<file path="src/rtl/rsa_modexp_engine.sv">
// Bit-serial square-and-multiply RSA engine: result = msg^key mod n, using an MSB-first interleaved modular multiplier.
// Optional RSA_CONST_TIME_EN: fixed WIDTH-iteration schedule independent of the key value.
module rsa_modexp_engine #(
    parameter int WIDTH = 16
) (
    input  logic             clk,
    input  logic             rst_n,
    input  logic [1:0]       E_D,
    input  logic             start,
    input  logic [WIDTH-1:0] msg_in,
    input  logic [WIDTH-1:0] key_e,
    input  logic [WIDTH-1:0] key_d,
    input  logic [WIDTH-1:0] modulus_n,
    output logic             busy,
    output logic             done,
    output logic             err,
    output logic [WIDTH-1:0] result
);
    localparam int CW = (WIDTH > 1) ? $clog2(WIDTH) : 1;
    localparam logic [CW-1:0] BIT_TOP = CW'(WIDTH - 1);

    typedef enum logic [2:0] {S_IDLE, S_EVAL, S_MUL, S_SQR, S_FIN} state_t;

    state_t           r_state, w_next;
    logic [WIDTH-1:0] r_base, r_exp, r_acc, r_n, r_p, r_result;
    logic [CW-1:0]    r_bit;
    logic             r_err;
`ifdef RSA_CONST_TIME_EN
    logic [CW-1:0]    r_iter;
`endif

    logic             w_req_valid, w_mul_last;
    logic [WIDTH-1:0] w_key, w_a, w_p_next;

    function automatic logic [WIDTH+1:0] mod_reduce(input logic [WIDTH+1:0] x,
                                                    input logic [WIDTH-1:0] n);
        return (x >= {2'b00, n}) ? (x - {2'b00, n}) : x;
    endfunction

    // One interleaved step: p = 2p mod n, then p = p + a mod n when the multiplier bit is set.
    function automatic logic [WIDTH-1:0] mod_step(input logic [WIDTH-1:0] p,
                                                  input logic [WIDTH-1:0] a,
                                                  input logic             b_bit,
                                                  input logic [WIDTH-1:0] n);
        logic [WIDTH+1:0] t;
        t = mod_reduce({1'b0, p, 1'b0}, n);
        if (b_bit) t = mod_reduce(t + {2'b00, a}, n);
        return t[WIDTH-1:0];
    endfunction

    assign w_req_valid = ((E_D == 2'b10) || (E_D == 2'b01)) &&
                         (modulus_n >= WIDTH'(2)) && (msg_in < modulus_n);
    assign w_key       = (E_D == 2'b01) ? key_d : key_e;
    assign w_mul_last  = (r_bit == '0);
    assign w_a         = (r_state == S_MUL) ? r_acc : r_base;
    assign w_p_next    = mod_step(r_p, w_a, r_base[r_bit], r_n);

    always_ff @(posedge clk) begin
        if (!rst_n) r_state <= S_IDLE;
        else        r_state <= w_next;
    end

    always_comb begin
        w_next = r_state;
        case (r_state)
            S_IDLE: if (start) w_next = S_EVAL;
`ifdef RSA_CONST_TIME_EN
            S_EVAL: w_next = r_err ? S_FIN : S_MUL;
            S_MUL:  if (w_mul_last) w_next = S_SQR;
            S_SQR:  if (w_mul_last) w_next = (r_iter == BIT_TOP) ? S_FIN : S_EVAL;
`else
            S_EVAL: begin
                if (r_err || r_exp == '0) w_next = S_FIN;
                else if (r_exp[0])        w_next = S_MUL;
                else                      w_next = S_SQR;
            end
            S_MUL:  if (w_mul_last) w_next = ((r_exp >> 1) == '0) ? S_FIN : S_SQR;
            S_SQR:  if (w_mul_last) w_next = S_EVAL;
`endif
            S_FIN:   w_next = S_IDLE;
            default: w_next = S_IDLE;
        endcase
    end

    always_comb begin
        busy = (r_state != S_IDLE);
        done = (r_state == S_FIN);
    end

    assign err    = r_err;
    assign result = r_result;

    // Invalid requests are funnelled through EVAL with a zero exponent so they reach FIN one cycle later.
    always_ff @(posedge clk) begin
        if (!rst_n) begin
            r_base   <= '0;
            r_exp    <= '0;
            r_acc    <= '0;
            r_n      <= '0;
            r_p      <= '0;
            r_bit    <= '0;
            r_err    <= 1'b0;
            r_result <= '0;
`ifdef RSA_CONST_TIME_EN
            r_iter   <= '0;
`endif
        end else begin
            case (r_state)
                S_IDLE: if (start) begin
                    r_err  <= !w_req_valid;
                    r_base <= msg_in;
                    r_exp  <= w_req_valid ? w_key : '0;
                    r_acc  <= WIDTH'(1);
                    r_n    <= modulus_n;
                    r_p    <= '0;
                    r_bit  <= BIT_TOP;
`ifdef RSA_CONST_TIME_EN
                    r_iter <= '0;
`endif
                end
                S_EVAL: begin
                    r_p   <= '0;
                    r_bit <= BIT_TOP;
                    if (w_next == S_FIN) r_result <= r_err ? '0 : r_acc;
                end
                S_MUL: begin
                    r_p   <= w_p_next;
                    r_bit <= r_bit - CW'(1);
                    if (w_mul_last) begin
                        r_p   <= '0;
                        r_bit <= BIT_TOP;
`ifdef RSA_CONST_TIME_EN
                        if (r_exp[0]) r_acc <= w_p_next;
`else
                        r_acc <= w_p_next;
                        if (w_next == S_FIN) begin
                            r_exp    <= r_exp >> 1;
                            r_result <= w_p_next;
                        end
`endif
                    end
                end
                S_SQR: begin
                    r_p   <= w_p_next;
                    r_bit <= r_bit - CW'(1);
                    if (w_mul_last) begin
                        r_p    <= '0;
                        r_bit  <= BIT_TOP;
                        r_base <= w_p_next;
                        r_exp  <= r_exp >> 1;
`ifdef RSA_CONST_TIME_EN
                        r_iter <= r_iter + CW'(1);
                        if (w_next == S_FIN) r_result <= r_acc;
`endif
                    end
                end
                default: ;
            endcase
        end
    end
endmodule

</file>
<file path="config.mk">
export PLATFORM = sky130hd
export DESIGN_NAME = rsa_modexp_engine
export DESIGN_NICKNAME = d
export VERILOG_FILES = /design/src/rtl/rsa_modexp_engine.sv
export SDC_FILE = /design/constraint.sdc
export NUM_CORES = 1
export LEC_CHECK = 0
export ABC_AREA = 1
export CAP_MARGIN = 20
export CORE_MARGIN = 4
export CORE_UTILIZATION = 50
export DETAILED_ROUTE_END_ITERATION = 7
export GPL_ROUTABILITY_DRIVEN = 0
export PLACE_DENSITY = 0.7
export SYNTH_ARGS = -nofsm -noshare
export SYNTH_HDL_FRONTEND = slang
export SYNTH_SLANG_ARGS = --single-unit
</file>
<file path="constraint.sdc">
create_clock -name clk -period 5.04 [get_ports clk]
set_input_delay 1.008 -clock clk [delete_from_list [all_inputs] [get_ports clk]]
set_output_delay 1.008 -clock clk [all_outputs]
set_load 0.02 [all_outputs]
</file>
### Cell density map

14 x 14 tiles, from black (low) to pale yellow (high), 0 to 100% covered.
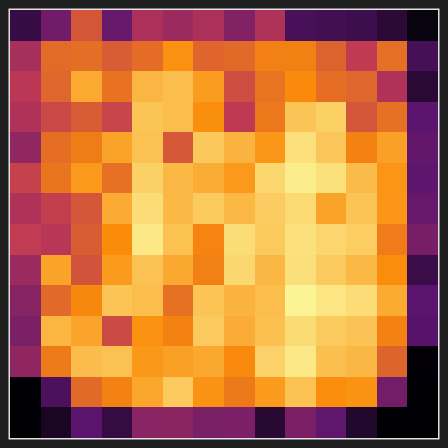
tiles over 75% full: 45%
densest ninth of the die: center
mean over tiles: 64%
nearly empty tiles: 3.1%
fullest tile: 98%
Init Core Util: 50.7%
core area: 0.0172 mm^2
Finished Core Util: 74.2%

### Signal wires by layer

Scale bar: 50 um. Two of the layers only.
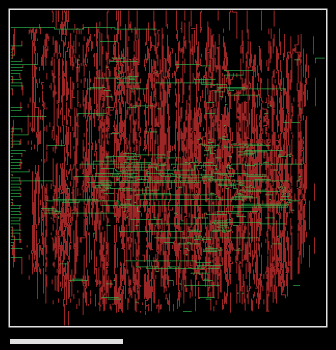
[red] M2 | wire length: 15,300 um
[green] M3 | wire length: 2,280 um
total track usage: 30.7%
total number of vias: 10,593
routed len/inst: 17.6 um
Post-Route WL: 32,700 um

### Pin map

Scale bar: 50 um. Pins as bars across the die edge, other pins in gray.
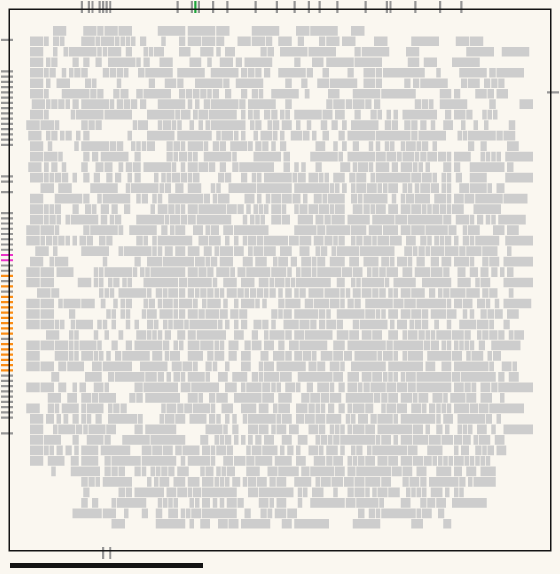
[magenta] E_D | pins: 2 | direction: input | edge: west
[orange] msg_in | pins: 16 | direction: input | edge: west
[green] start | pins: 1 | direction: input | edge: north
all pins by edge: 60 west, 25 north, 2 south, 1 east
overall die height: 140 um
Die Wd: 140 um

### Cell classes on the final placement

Scale bar: 50 um. Fill, decap, tap and diode cells in gray.
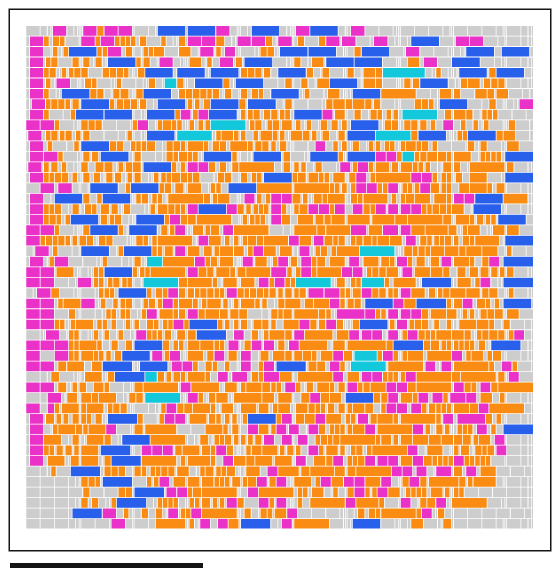
[blue] registers | cells: 104 | share of their area: 17%
[cyan] clock drivers and dummy loads | cells: 16 | share of their area: 2.6%
[magenta] remaining buffers and delay cells | cells: 296 | share of their area: 20%
[orange] remaining logic cells | cells: 1,215 | share of their area: 60%
flop share of the area: 16.5%
final std cell area, no fill: 0.0127 mm^2
Rows: 48

### Congestion heat map

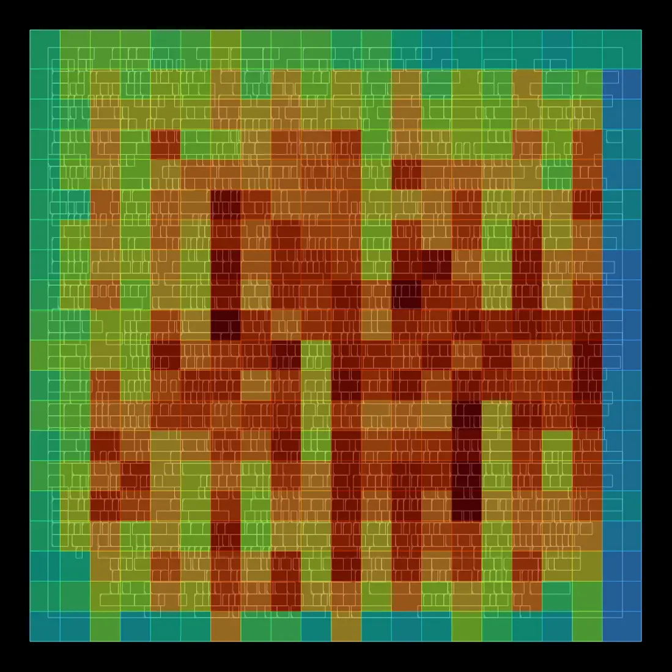
met1 usage: 38.5%
global route hottest layer: met2
M3 GR Usage: 4.64%
met2 Use GR: 52.2%

==> impl_metrics.ini <==
; flow metrics
[finish]
nonClkBufAreaFrac_pct = 19.6
layout-drive-gt1-share_pct = 32.1
logic_area_mm2 = 0.00694
comb_share_pct = 54.4
buffers = 296
nNetsFinal = 1763
finalNonFillerCells = 1856
antenna-diode-count = 0
inverters_excl_clock = 156

[grt]
antenna_found_initial = 1
first_global_vias = 9882

[sta]
slew_headroom_pct = 25.4
setup_viol = 64
hold_violations = 0
skew_ns = 0.0154
layout_setup_ws_ns = -0.216
tightest_slew_ns = 1.11
min_period_over_period_pct = 104
slew_viol_final = 0
hold_ws_ns = 0.474

[clock_tree]
cts_resized = 133
cts_buffer_depth = 2
clk_pin_slew_ns = 0.09
htree_levels = 3
cts_inserted_buffers = 9
numClockSinks = 104

[worst_setup_path]
crit_buf_inv = 8
critPathKind = reg -> reg
crit_path_end_kind = flop
cpMostUsedCell = nand2_2
worstPathRequired_ns = 5.33
critPathSlowestCell = dfxtp_2
crit_family = simple AND/OR/NAND/NOR gates
r2r-start = r_n[11]
worst-r2r-setup-slack_ns = -0.22
crit_path_start_kind = flop
ff2ff_path_depth = 40

[logic_synthesis]
ys_top_cells_by_count = nand2_1, a21oi_1, inv_1
aoi_share_pct = 20.7
synth_stat.cells = 1373
synthArstFlopShare_pct = 0
synthesis.area_mm2 = 0.00872
adder_share_pct = 10.0
synthFlopType = dfxtp_1
synthTopLogicFamily = simple AND/OR/NAND/NOR gates
top_area_cell = dfxtp_1
xor_area_share_pct = 3.82
synth.avg_cell_area_um2 = 6.35
yosysTopAreaCellShare_pct = 23.9
ys_sh_simple_pct = 32.0
synth-edff-count = 0
numSynthFlops = 104
seq_area_frac_synth_pct = 23.9
ys_types = 51
synthCells = 1373
syn_nets = 1510

[floorplanning]
tap-cell-count = 225
die_area_mm2 = 0.0196

[hold_path]
holdPathEnd = r_base[8]
hp-class = reg -> reg
holdCritStartpoint = r_base[8]

[outcome]
violations = negative setup slack
status = complete, but fails checks

[detailed_routing]
drtAntennaViolNets = 0
drt_iter0_markers = 1006
drc_errors = 0
dr.pass1.iters = 5
top_layer = met4

[placement]
portBuffers = 87
placedCellCount = 1815
dp_worst_setup_slack_ns = -0.502
dpl_cell_area_mm2 = 0.0110
